File: config.mk
export PLATFORM = sky130hd
export DESIGN_NAME = pipeline_rr_scheduler
export DESIGN_NICKNAME = d
export VERILOG_FILES = /design/src/rtl/pipeline_rr_scheduler.sv
export SDC_FILE = /design/constraint.sdc
export NUM_CORES = 1
export LEC_CHECK = 0
export CORE_MARGIN = 5
export CORE_UTILIZATION = 33
export CTS_CLUSTER_DIAMETER = 200
export DETAILED_ROUTE_END_ITERATION = 10
export GPL_TIMING_DRIVEN = 0
export PLACE_DENSITY = 0.95
export SETUP_SLACK_MARGIN = 0.2
export SKIP_LAST_GASP = 1
export SYNTH_ARGS = -nofsm -noshare
export SYNTH_HDL_FRONTEND = slang
export SYNTH_SLANG_ARGS = --single-unit
File: constraint.sdc
create_clock -name clk -period 7.72 [get_ports clk]
set_clock_uncertainty 0.2 [all_clocks]
set_input_delay 0.772 -clock clk [delete_from_list [all_inputs] [get_ports clk]]
set_output_delay 0.772 -clock clk [all_outputs]
set_load 0.05 [all_outputs]
File: src/rtl/pipeline_rr_scheduler.sv
// pipeline_rr_scheduler
// Round-robin front end for a shared fixed-latency, non-stalling pipeline.
// One request is issued per cycle; a tag shift register that runs in lockstep
// with the pipeline remembers which requester owns each in-flight item, so the
// result emerging at pipe_out_data can be steered back to its owner. A small
// per-requester credit counter caps outstanding work.
module pipeline_rr_scheduler #(
  parameter int NREQ         = 4,
  parameter int W            = 32,
  parameter int LATENCY      = 3,
  parameter int MAX_INFLIGHT = 2
) (
  input  logic              clk,
  input  logic              rst_n,
  input  logic              flush,
  input  logic [NREQ-1:0]   req_valid,
  input  logic [NREQ*W-1:0] req_data,
  output logic [NREQ-1:0]   req_ready,
  output logic              pipe_in_valid,
  output logic [W-1:0]      pipe_in_data,
  input  logic [W-1:0]      pipe_out_data,
  output logic [NREQ-1:0]   rsp_valid,
  output logic [W-1:0]      rsp_data
);

  localparam int ID_W = (NREQ > 1) ? $clog2(NREQ) : 1;
  localparam int CW   = $clog2(MAX_INFLIGHT + 1);
  localparam logic [CW-1:0]   CRED_MAX = CW'(MAX_INFLIGHT);
  localparam logic [ID_W-1:0] LAST_ID  = ID_W'(NREQ - 1);
  localparam logic [ID_W:0]   NREQ_EXT = (ID_W + 1)'(NREQ);

  // Credit update: one issue and one return in the same cycle cancel out.
  // The guards keep the counter inside 0..MAX_INFLIGHT even if the
  // caller ever presents an impossible combination.
  function automatic logic [CW-1:0] credit_next(input logic [CW-1:0] cur,
                                                input logic          inc,
                                                input logic          dec);
    logic [CW-1:0] nxt;
    nxt = cur;
    if (inc && !dec && (cur != CRED_MAX)) begin
      nxt = cur + CW'(1);
    end else if (dec && !inc && (cur != '0)) begin
      nxt = cur - CW'(1);
    end
    return nxt;
  endfunction

  logic [ID_W-1:0] ptr;
  logic [ID_W-1:0] winner;
  logic            issue;
  logic [NREQ-1:0] elig;
  logic [ID_W:0]   scan_pos;
  logic [ID_W-1:0] scan_id;
  logic [CW-1:0]   inflight [NREQ];

  // Tag pipe: index k is the stage k register; the last stage lines up
  // with pipe_out_data.
  logic            tag_vld_p [LATENCY];
  logic [ID_W-1:0] tag_id_p  [LATENCY];

  logic            ret_vld;
  logic [ID_W-1:0] ret_id;

  // Eligibility: pending, below credit limit, not flushing, not in reset.
  always_comb begin
    elig = '0;
    for (int i = 0; i < NREQ; i++) begin
      elig[i] = req_valid[i] && (inflight[i] < CRED_MAX) && !flush && rst_n;
    end
  end

  // Round-robin scan starting at ptr, wrapping modulo NREQ.
  always_comb begin
    issue    = 1'b0;
    winner   = '0;
    scan_pos = '0;
    scan_id  = '0;
    for (int k = 0; k < NREQ; k++) begin
      scan_pos = {1'b0, ptr} + (ID_W + 1)'(k);
      if (scan_pos >= NREQ_EXT) begin
        scan_pos = scan_pos - NREQ_EXT;
      end
      scan_id = scan_pos[ID_W-1:0];
      if (!issue && elig[scan_id]) begin
        issue  = 1'b1;
        winner = scan_id;
      end
    end
  end

  // Grant decode and operand mux toward the pipeline input.
  always_comb begin
    req_ready     = '0;
    pipe_in_data  = '0;
    pipe_in_valid = issue;
    for (int i = 0; i < NREQ; i++) begin
      if (issue && (winner == ID_W'(i))) begin
        req_ready[i] = 1'b1;
        pipe_in_data = req_data[i*W +: W];
      end
    end
  end

  // Result steering: the oldest tag names the owner of pipe_out_data.
  always_comb begin
    ret_vld   = tag_vld_p[LATENCY-1] && !flush;
    ret_id    = tag_id_p[LATENCY-1];
    rsp_valid = '0;
    for (int i = 0; i < NREQ; i++) begin
      rsp_valid[i] = ret_vld && (ret_id == ID_W'(i));
    end
    rsp_data = pipe_out_data;
  end

  // Priority pointer moves just past the requester that was served.
  always_ff @(posedge clk or negedge rst_n) begin
    if (!rst_n) begin
      ptr <= '0;
    end else if (issue) begin
      ptr <= (winner == LAST_ID) ? '0 : winner + ID_W'(1);
    end
  end

  // Tag valid bits shift every cycle; flush and reset drop all of them.
  always_ff @(posedge clk or negedge rst_n) begin
    if (!rst_n) begin
      for (int k = 0; k < LATENCY; k++) begin
        tag_vld_p[k] <= 1'b0;
      end
    end else if (flush) begin
      for (int k = 0; k < LATENCY; k++) begin
        tag_vld_p[k] <= 1'b0;
      end
    end else begin
      tag_vld_p[0] <= issue;
      for (int k = 1; k < LATENCY; k++) begin
        tag_vld_p[k] <= tag_vld_p[k-1];
      end
    end
  end

  // Tag ids travel beside the valid bits; they are only looked at when valid.
  always_ff @(posedge clk) begin
    tag_id_p[0] <= winner;
    for (int k = 1; k < LATENCY; k++) begin
      tag_id_p[k] <= tag_id_p[k-1];
    end
  end

  // Per-requester in-flight credit counters.
  always_ff @(posedge clk or negedge rst_n) begin
    if (!rst_n) begin
      for (int i = 0; i < NREQ; i++) begin
        inflight[i] <= '0;
      end
    end else if (flush) begin
      for (int i = 0; i < NREQ; i++) begin
        inflight[i] <= '0;
      end
    end else begin
      for (int i = 0; i < NREQ; i++) begin
        inflight[i] <= credit_next(inflight[i],
                                   issue && (winner == ID_W'(i)),
                                   ret_vld && (ret_id == ID_W'(i)));
      end
    end
  end

endmodule
**Supply network**

The bar under the picture is 20 microns long. Pins as bars on the die edge. Tap cells in grey.
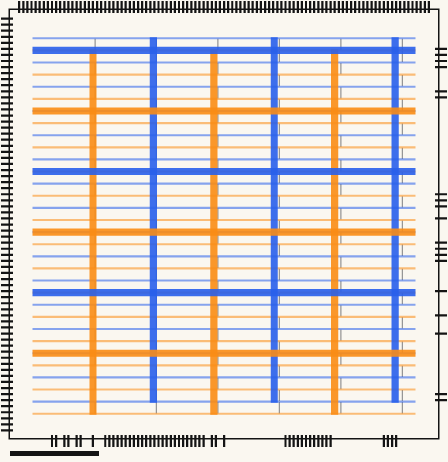
Key: orange = VSS; blue = VDD
32 met1 rails follow the rows. The core has 31 rows. 6 straps on met5. 99 tap cells.

**A small window of the routed layout**

Window x 60 to 85, y 12 to 37 microns. Cells in grey, sequential cells in the stronger grey; small squares are vias.
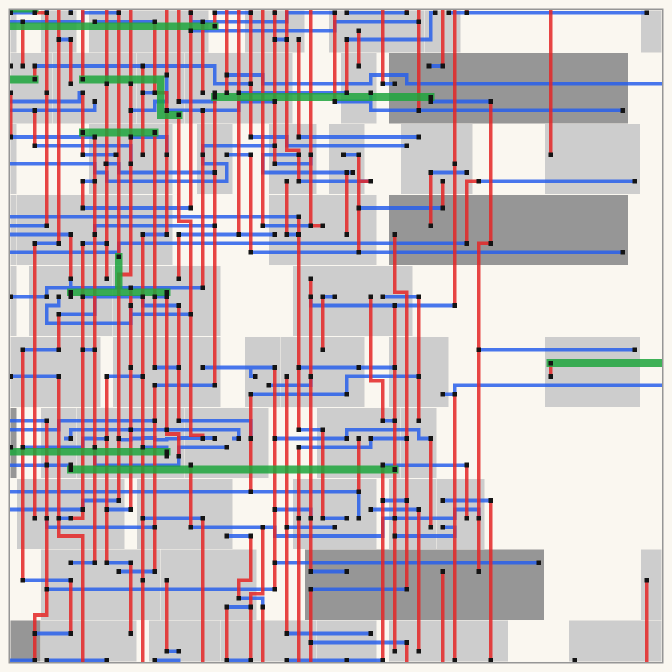
Key: red = met2; blue = met1; green = met3
Most frequent: clkdlybuf4s50_1 (8), nand4bb_1 (5). Netlist names of flops here include `inflight` (3). 47 logic cells have their middle in the window. Sequential cells in the window: 3.

**Routing congestion map**

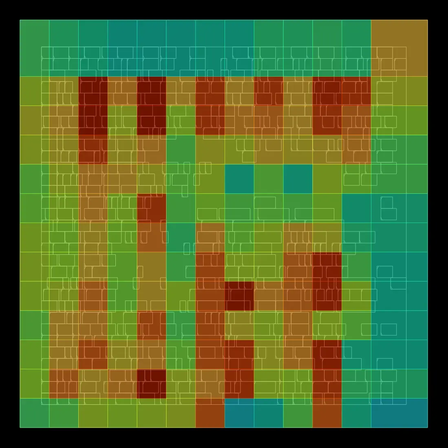
final core occ: 64.7%
met3 usage: 6.65%

==> deck_impl_summary.md <==
Run Summary

Layout
  – Largest regs: inflight x8, tag_id_p x6, tag_vld_p x3
  – Flop Count: 19
  – Post-route cell area: 4690 sq um
  – Largest cell class: buffers
  – Inverters, non-clock: 46
  – Number of fill cells: 601
  – Flop area: 445 sq um

Worst setup path
  – CP cell instances: clkdlybuf4s50_1, and4bb_2, mux2i_1, o221ai_1, inv_1, ha_1, clkbuf_1, nor2b_1, clkbuf_1, clkbuf_1, a221oi_1, a211o_1, a21oi_1, clkdlybuf4s50_1
  – Critical Path Most Common Cell: clkbuf_1
  – CP endpoint: pipe_in_data[2]
  – R2R cell count: 10
  – Worst path required time: 6.75 ns
  – CP startpoint: rst_n
  – WP depth: 14

Place
  – Pre-CTS WS: 1.20 ns
  – Placement-stage cell area: 4640 sq um

Synth
  – Post-synthesis cell area: 2450 sq um
  – Most instantiated cells after synthesis: inv_1, nand2_1, a21oi_1, a221oi_1
  – YS chip area: 2450 sq um

Final timing
  – Final worst-path setup slack: 1.18 ns
  – Worst slew pin tran: 0.877 ns
  – Hold Slack: 0.131 ns

Die
  – Initial Util: 33.7%
  – Num tapcells: 99
  – Die Area: 9240 sq um
  – Num ports: 240

Hold path
  – Hold/Removal Path Class: reg2reg

GRT
  – Largest net degree at the start of global routing: 22
  – Initial antenna violation count: 0

Status
  – Status: complete, no violations

Route
  – # DRC: 0
**Met4 routing**

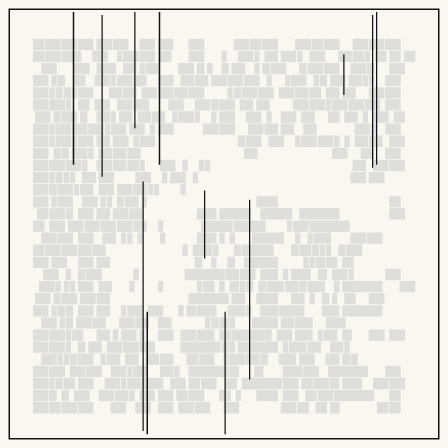
12 nets have wire on it. The longest straight run is 55.8 microns. The wires run mostly vertical. The layer carries 372 microns of wire. The layer holds 3.0% of the routed length.

**Routed metal, one colour a layer**

Only two layers are drawn.
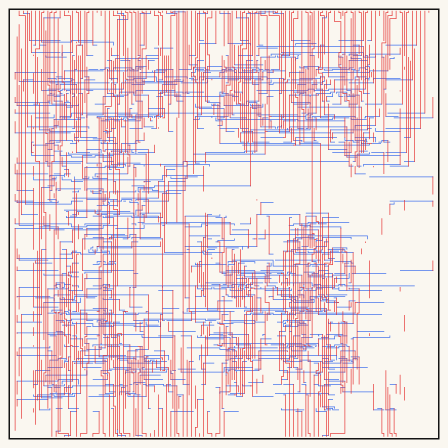
Key: blue = met1 [wire length 4,280 microns]; red = met2 [wire length 6,890 microns]
WL/cell: 19.4 microns
final WL: 12.4 mm

metal layers:
metal | share of wire (%) | wire length (microns) | track usage, %
met1 | 34 | 4280 | 26.0
met3 | 7.3 | 906 | 6.65
met4 | 3.0 | 371 | 9.00
met5 | 0 | 0 | 0
met2 | 55 | 6890 | 47.7
logic make-up after synthesis:
| family | after synthesis | synth area share, % |
|---|---|---|
| AOI/OAI and AO/OA | 126 | 39.3 |
| buffers and inverters | 105 | 21.1 |
| and+or+nand+nor | 74 | 17.8 |
| DFF | 19 | 18.2 |
| muxes | 4 | 1.64 |
| adders and majority gates | 4 | 2.05 |
power by group:
part           internal, uW  total [uW]  switching (uW)
registers               107         113            6.14
logic                   182         410             228
clock network          36.0        71.9            35.9
No activity file was given, so power comes from the tool's default toggle rates.
